The metal 3 layer:
Scale: 6 px per µm. Cells faint in the background.
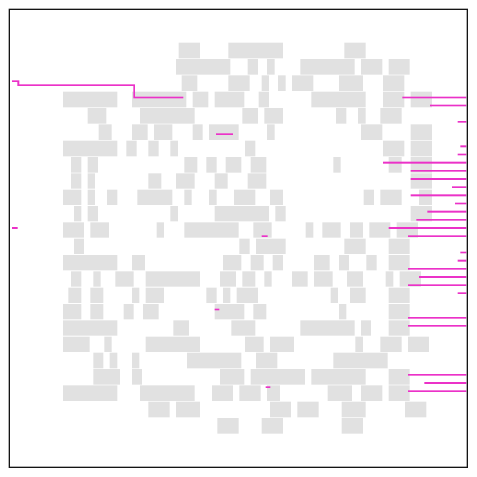
Pin map:
Scale: 6 px per µm. Pins as bars across the die edge, other pins in gray.
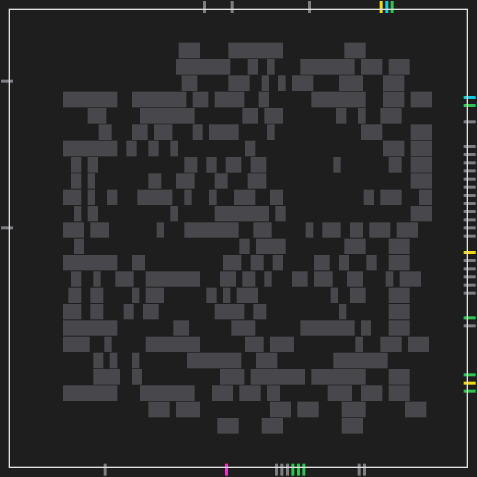
M2 wires:
Scale: 6 px per µm. Cells faint in the background.
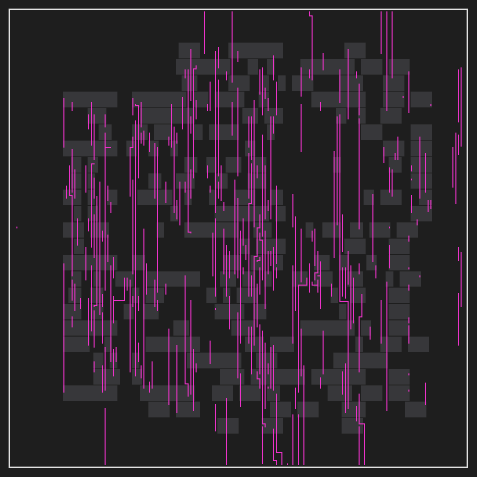
Routed metal per tile:
Scale: 4 px per µm. 15 x 15 tiles, from dark blue (low) to red (high), scaled to the fullest tile. Values are wire area over tile area, all layers added.
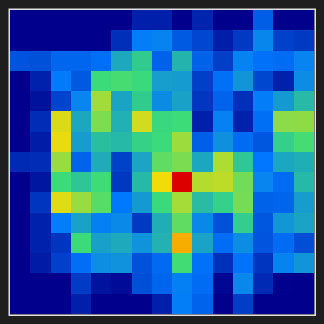
==> src/rtl/cpu_ctrl.sv <==
// Instruction sequencer for the tinycpu datapath: fetch/decode/execute FSM that drives
// register write strobes, PC control, the memory handshake and ALU/data-source selects.
module cpu_ctrl #(
    parameter logic [7:0] TIMEOUT = 8'd15
) (
    input  logic       clk,
    input  logic       rst,
    input  logic       run,
    output logic       mem_req,
    output logic       mem_we,
    output logic       mem_addr_sel,
    input  logic       mem_ack,
    input  logic [7:0] mem_rdata,
    input  logic [7:0] rA_out,
    output logic [2:0] alu_op,
    output logic       reg_src_sel,
    output logic [1:0] st_src_sel,
    output logic       rA_we,
    output logic       rB_we,
    output logic       rM_we,
    output logic       rP_inc,
    output logic       rP_load,
    output logic       halted,
    output logic       fault,
    output logic [7:0] ir
);

    typedef enum logic [2:0] {FETCH, DECODE, EXEC, MEM, HALT} state_t;

    state_t     state;
    logic [7:0] tcnt;

    logic is_nop, is_halt, is_ld, is_st, is_li, is_jmp, is_jz, is_alu;
    logic reg_wr, alu_wr;
    logic wait_hit, timed_out;

    always_comb begin
        is_nop  = (ir == 8'h00);
        is_halt = (ir == 8'h01);
        is_ld   = ir inside {[8'h10:8'h12]};
        is_st   = ir inside {[8'h20:8'h22]};
        is_li   = ir inside {[8'h30:8'h32]};
        is_jmp  = (ir == 8'h40);
        is_jz   = (ir == 8'h41);
        is_alu  = ir inside {[8'h50:8'h57]};
    end

    assign alu_op     = ir[2:0];
    assign st_src_sel = ir[1:0];

    // Strobes are gated by rst so they fall the instant reset asserts, even mid-transfer.
    always_comb begin
        // NOTE: every output gets a default first, so no path through the case infers a latch.
        mem_req      = 1'b0;
        mem_we       = 1'b0;
        mem_addr_sel = 1'b0;
        reg_src_sel  = 1'b0;
        reg_wr       = 1'b0;
        alu_wr       = 1'b0;
        rP_inc       = 1'b0;
        rP_load      = 1'b0;
        if (rst) begin
            case (state)
                FETCH: begin
                    mem_req = run;
                    rP_inc  = run && mem_ack;
                end
                MEM: begin
                    mem_req      = 1'b1;
                    mem_addr_sel = is_ld || is_st;
                    mem_we       = is_st;
                    if (mem_ack) begin
                        reg_wr = is_ld || is_li;
                        rP_inc = is_li;
                    end
                end
                EXEC: begin
                    if (is_jmp || (is_jz && rA_out == 8'h00)) begin
                        rP_load = 1'b1;
                    end else if (is_alu) begin
                        reg_src_sel = 1'b1;
                        alu_wr      = 1'b1;
                    end
                end
                default: ;
            endcase
        end
        rA_we = (reg_wr && ir[1:0] == 2'd0) || alu_wr;
        rB_we = reg_wr && ir[1:0] == 2'd1;
        rM_we = reg_wr && ir[1:0] == 2'd2;
    end

    // The limit is hit on the TIMEOUT-th unacknowledged cycle; an ack on that cycle wins.
    assign wait_hit  = mem_req && !mem_ack;
    assign timed_out = (TIMEOUT != 8'd0) && wait_hit && (tcnt == TIMEOUT - 8'd1);

    // NOTE: sequential state uses non-blocking assignments so all registers update together.
    always_ff @(posedge clk or negedge rst) begin
        if (!rst) begin
            state  <= FETCH;
            ir     <= 8'h00;
            halted <= 1'b0;
            fault  <= 1'b0;
            tcnt   <= 8'd0;
        end else begin
            case (state)
                FETCH, MEM: begin
                    if (timed_out) begin
                        state  <= HALT;
                        halted <= 1'b1;
                        fault  <= 1'b1;
                        tcnt   <= 8'd0;
                    end else if (mem_req && mem_ack) begin
                        tcnt <= 8'd0;
                        if (state == FETCH) begin
                            ir    <= mem_rdata;
                            state <= DECODE;
                        end else begin
                            state <= FETCH;
                        end
                    end else if (wait_hit) begin
                        tcnt <= tcnt + 8'd1;
                    end
                end
                DECODE: begin
                    // NOP passes through EXEC so every instruction spans three cycles.
                    if (is_nop || is_jmp || is_jz || is_alu) begin
                        state <= EXEC;
                    end else if (is_ld || is_st || is_li) begin
                        state <= MEM;
                    end else begin
                        state  <= HALT;
                        halted <= 1'b1;
                        fault  <= !is_halt;
                    end
                end
                EXEC:    state <= FETCH;
                HALT:    state <= HALT;
                default: state <= HALT;
            endcase
        end
    end

endmodule

==> config.mk <==
export PLATFORM = sky130hd
export DESIGN_NAME = cpu_ctrl
export DESIGN_NICKNAME = d
export VERILOG_FILES = /design/src/rtl/cpu_ctrl.sv
export SDC_FILE = /design/constraint.sdc
export NUM_CORES = 1
export LEC_CHECK = 0
export ABC_AREA = 0
export ABC_CLOCK_PERIOD_IN_PS = 4800
export CAP_MARGIN = 5
export CELL_PAD_IN_SITES_DETAIL_PLACEMENT = 1
export CELL_PAD_IN_SITES_GLOBAL_PLACEMENT = 2
export CORE_MARGIN = 5
export CORE_UTILIZATION = 30
export CTS_BUF_LIST = sky130_fd_sc_hd__clkbuf_2 sky130_fd_sc_hd__clkbuf_4 sky130_fd_sc_hd__clkbuf_8
export CTS_CLUSTER_DIAMETER = 40
export DETAILED_ROUTE_END_ITERATION = 8
export GPL_ROUTABILITY_DRIVEN = 1
export PLACE_DENSITY_LB_ADDON = 0.1
export SLEW_MARGIN = 20
export SYNTH_ARGS = -nofsm -noshare
export SYNTH_HDL_FRONTEND = slang
export SYNTH_SLANG_ARGS = --single-unit
export TNS_END_PERCENT = 100
==> constraint.sdc <==
create_clock -name clk -period 4.8 [get_ports clk]
set_input_delay 0.72 -clock clk [delete_from_list [all_inputs] [get_ports clk]]
set_output_delay 0.72 -clock clk [all_outputs]
set_load 0.02 [all_outputs]
==> summary.txt <==
impl run done, here's what came out: Async SR Flop Fraction=100%, H-tree levels=1, sequential area share after synthesis=40.1%, Final Hold Fails=0, Worst-Margin Slew=0.701 ns, grt total ovfl=0, dpl cell area=1730 µm², Synth flops=21, # Cells Yosys=138, Mapped Avg Cell Area=9.50 µm², post-CTS setup buffers=0, kind of start point of the critical path=input pin, DIE AREA=5790 µm², critical path class=input pin to output pin, Clock Tree Buf Depth=2, share of layout cells above drive strength 1=11.4%, P per Cell Area=195 nW/µm², CTS tree=yes, Die X=76.1 µm, TNS Setup=0 ns, number of enable flip-flop cells=0, Commonest flop=dfrtp_1, Top cell area share=40.1%, final setup skew=0.00528 ns, yosys stat area=1310 µm², Final Wtd Congestion=0.787, Largest cells by area=dfrtp_1, mux2_2, o21ai_0, Total GRT Usage=13.2%, HP Class=flip-flop to flip-flop, ant diodes=0, Area growth, synth to finish=35.2%, DRT antenna net count=0, CTS Hold Bufs=0, Worst-path clk slew=0.07 ns, Final period util=78.9%, vias in the first global route=1,271, status=finished clean, routed vias/inst=5.26, most frequent cell after synthesis=dfrtp_1, detail-routed net length per standard cell=16.5 µm, # DRC=0, CTS buffer count=3, Slew HR=52.7%, DR pass1 iterations=4, Worst IR Drop VDD=0.0871 mV, Final Setup Violations=0, clock root buffer=clkbuf_8, Core ar.=4290 µm², Synth Warn #=0, cell accounting for the most synthesized area=dfrtp_1, first-pass GRT wire length=6.44 mm, pins over their slew limit=0, Late-Pin Clk Latency=0.26 ns, CTS Sinks=21, initial antenna violation count=0, achievable frequency=264 MHz, RSZ-0062 raised after global routing=no, CP endpoint kind=output pin, WP data arrival=3.07 ns, launch point of the worst reg-to-reg path=tcnt[0], Leak=0.690 nW, Syn Nets=160, CP Data Required Time=4.08 ns, post-synthesis cell count=138, post_cts resized=0, distinct lib cells=45, dpl hpwl=2.93 mm, Final nets=199, Mapped Area=1310 µm², Filler cells=515, Crit Path Max Fanout=5
## Picture notes: 'the metal 3 layer'
The longest straight run is 19.3 µm. 30 nets have wire on it. The wires run mostly horizontal.
routed vias: 1,199
Total Wirelength: 3.76 mm

## Picture notes: 'pin map'
Key: ir = green [pins 8, direction output, edge 4 right, 3 bottom, 1 top]; alu_op = yellow [pins 3, direction output, edge 2 right, 1 top]; rP_inc = magenta [pins 1, direction output, edge bottom]; st_src_sel = cyan [pins 2, direction output, edge 1 right, 1 top]
port bufs: 43
Die Ht: 76.1 µm

## Picture notes: 'M2 wires'
176 nets have wire on it. The layer carries 1,840 µm of wire. The longest straight run is 42.5 µm. The wires run mostly vertical. The layer holds 49% of the routed length.

## Picture notes: 'routed metal per tile'
13% of the tiles are over half the peak. The mean over all tiles is 0.10. The fullest tile reaches 0.41. 18% of the tiles are nearly empty. The densest ninth of the die: middle.

-- layout make-up --
class | count | area [µm²] | area share [%]
clock buffers | 3 | 41.3 | 2.33
clock inverters | 1 | 5.00 | 0.282
well taps | 52 | 65.1 | 3.67
flip-flops and latches | 21 | 526 | 29.6
inverters | 8 | 30.0 | 1.69
multi-input cells | 99 | 668 | 37.7
repair buffers | 44 | 438 | 24.7
-- report_power, final --
part,internal (mW),switching (mW),total (mW)
combinational,0.0261,0.0195,0.0456
clock,0.0579,0.0599,0.118
sequential,0.179,0.00436,0.183
total,0.263,0.0837,0.346
-- layout by cell type, fill, tap and decap left out, types with 2 or more instances in the layout --
cell type	Yosys	routed
clkdlybuf4s50_1	0	43
dfrtp_1	21	21
nand2_1	10	10
o21ai_0	10	10
inv_1	8	8
nor2_1	8	8
a21oi_1	6	6
mux2_2	6	6
nor4_1	5	5
nor3_1	5	5
nor4b_1	3	3
nor3b_1	3	3
nand3_1	3	3
a22o_1	3	3
clkbuf_8	1	3
nand2b_1	2	2
nor2b_1	2	2
and3_1	2	2
or2_2	2	2
o21bai_1	2	2
o2111ai_1	2	2
nand3b_1	2	2
o31ai_1	2	2
ha_1	2	2
-- worst max-delay path, stage by stage --
cell and delay (ns):
clkdlybuf4s50_1 0.49, nand2_1 0.08, or4b_4 0.58, or4_1 0.41
a21oi_1 0.16, clkdlybuf4s50_1 0.62
-- path summary, 6_finish.rpt --
kind	endpoint	slack, ns	cells past startpoint
worst max register to register	tcnt[5]	2.79	6
max in group asynchronous	ir[0]	3.71	2
min in group asynchronous	tcnt[2]	0.86	2
worst min-delay path	halted	0.49	1
worst max-delay path	rA_we	1.01	6
worst min register to register	halted	0.49	1
-- layer usage --
| metal | routed length, µm | global-route usage (%) | vias up |
|---|---|---|---|
| li1 | - | - | 581 |
| met1 | 1650 | 16.5 | 582 |
| met2 | 1840 | 21.8 | 32 |
| met4 | 54 | 4.20 | 0 |
| met3 | 208 | 3.66 | 4 |
| met5 | 0 | 0 | - |
-- state kept, by name (all words and copies together), names as in the netlist --
register  cells
ir            8
tcnt          8
state         3
fault         1
halted        1
-- cell families after synthesis --
kind of cell	synth area share, %
AND/OR/NAND/NOR	24.7
AND-OR/OR-AND	17.9
flip-flops	40.1
buffers and inverters	9.54
multiplexers	5.15
adder cells (fa/ha/maj)	1.91
XOR/XNOR	0.668
-- stage by stage --
| stage | std cells | total power [mW] | worst slack (ns) | hold slack (ns) | utilization, % |
|---|---|---|---|---|---|
| floorplan | 138 | 0.205 | 1.71 | 0.424 | - |
| global placement | 224 | 0.232 | 1.02 | 0.455 | 40.0 |
| detailed placement | 224 | 0.233 | 1.01 | 0.477 | 40.2 |
| CTS | 228 | 0.356 | 0.997 | 0.495 | 41.3 |
| global route | 228 | 0.365 | 0.833 | 0.507 | 41.3 |
| finish | 228 | 0.346 | 1.01 | 0.493 | 41.3 |
Power is estimated from default activity; no workload was simulated.
